Design mxv_resp_tx, sky130hd; sources not shown.
**Power grid**

Scale bar: 20 um. Pins as bars on the die edge. Tap cells in gray.
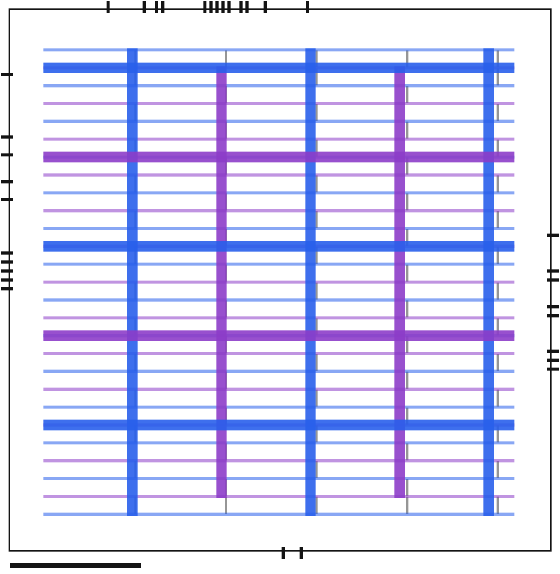
| color | net |
|---|---|
| blue | VSS |
| purple | VDD |
tap cells: 70
rows: 26
met5 straps: 5
Chip Width: 82.24 um
Peak VDD IR: 0.6216 mV
core area: 5075 um^2
die height: 82.24 um

**Cells colored by class**

Scale bar: 20 um.
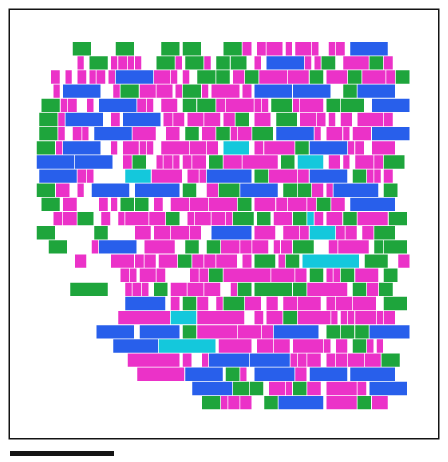
| color | class | cells | share of their area |
|---|---|---|---|
| green | other buffers and delay cells | 101 | 24% |
| magenta | all other logic | 253 | 49% |
| cyan | clock drivers and dummy loads | 8 | 3.5% |
| blue | flops | 43 | 24% |
Post-Layout Inst Area: 3902 um^2
Final Core Density: 0.7690
# rows: 26
Seq/total area: 0.2308

**Clock distribution**

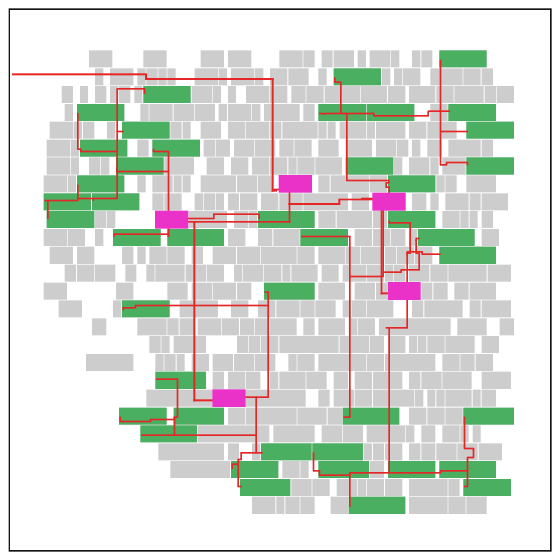
[red] clock wires | length: 592 um
[green] flip-flops | count: 43
[magenta] cells driving clock nets | count: 5
flops lie: widely spread
Clk pwr share: 0.375
latest clock arrival within the worst-skew pair: 0.31 ns

==> reports/results.tsv <==
stage	metric	value	unit
run	Max Cap Viol	0	
cells_and_area	most frequent logic cell in the layout	buf_4	
setup_path	Crit path depth	5	
global_route	total track usage	0.2328	
timing	Clock Skew	0.01348	ns
setup_path	worst reg2reg path depth	5	
pwr	Psw	0.0006551	W
timing	relative slew slack	0.6281	
cells_and_area	fillers	326	
clock_tree	# resized after CTS	57	
yosys	mux frac, synth	0.008492	
clock_tree	Post-CTS Hold Fix Bufs	0	
cells_and_area	max FFs per register	9	
setup_path	CP peak stage delay	0.54	ns
global_route	met2 usage	0.4239	
timing	Setup WS post-layout	-0.03449	ns
global_route	global route hottest layer	met2	
route	M1 wire length	3392	um
pwr	total power draw	0.002442	W
floorplan	Pre-Place Util	0.4936	
yosys	Post-synth EDFFs	0	
cells_and_area	sequential cell area	900.9	um^2
status	status	finished with violations	
place	PortBufs	32	
yosys	Netlist Area Pre-Place	2505	um^2
setup_path	CP delay by family, top	simple AND/OR/NAND/NOR gates	
global_route	GR Layer Usage met1	0.2721	
setup_path	R2R Setup Slk	-0.03	ns
setup_path	Critical Path, Cell by Cell	nand3_4, o31ai_4, a21oi_4, or4b_4, a21oi_1	
yosys	Commonest flop	dfxtp_1	
route	met3 routed WL	736	um
pwr	PwrDens	625.8	nW/um^2
cells_and_area	logic area	1867	um^2
clock_tree	Sinks on Clock Net	43	
timing	final setup violation count	2	
yosys	area share, top type	0.3437	
route	drt initial violations	255	
status	failing checks	setup timing	
place	Placed Cells incl. Taps	433	
setup_path	WP data required	2.05	ns
yosys	Top logic family	simple AND/OR/NAND/NOR gates	
setup_path	Setup CP Type	register to register	
run	tool warnings	32	
timing	Fin Setup TNS	-0.06449	ns
yosys	Yosys Instances	319	
setup_path	CP Buf/Inv Count	0	
yosys	XORs/XNORs by Area	0.05245	
setup_path	Arrival @ worst endpoint	2.08	ns
global_route	GRT met3 Usage	0.04338	
route	final wirelength	9092	um
pwr	sequential share of power	0.422	
worst_hold_path	Hold Path Depth	2	
## area by class of cell
cell class,instances,share of cell area
multi-input cells,249,0.4784
well taps,70,0.02244
repair buffers,101,0.2305
clock inverters,2,0.01539
flip-flops and latches,43,0.2308
inverters,4,0.003847
clock buffers,6,0.01860
## power by group through the flow
| stage | registers, W | logic [W] | clock network [W] |
|---|---|---|---|
| after floorplan | 0.00104 | 0.000208 | 0 |
| after global placement | 0.00105 | 0.000352 | 0 |
| after detailed placement | 0.00105 | 0.000361 | 0 |
| after CTS | 0.00102 | 0.000397 | 0.000908 |
| after global routing | 0.00103 | 0.000530 | 0.000955 |
| final | 0.00103 | 0.000496 | 0.000917 |
Power and IR drop assume default switching activity.
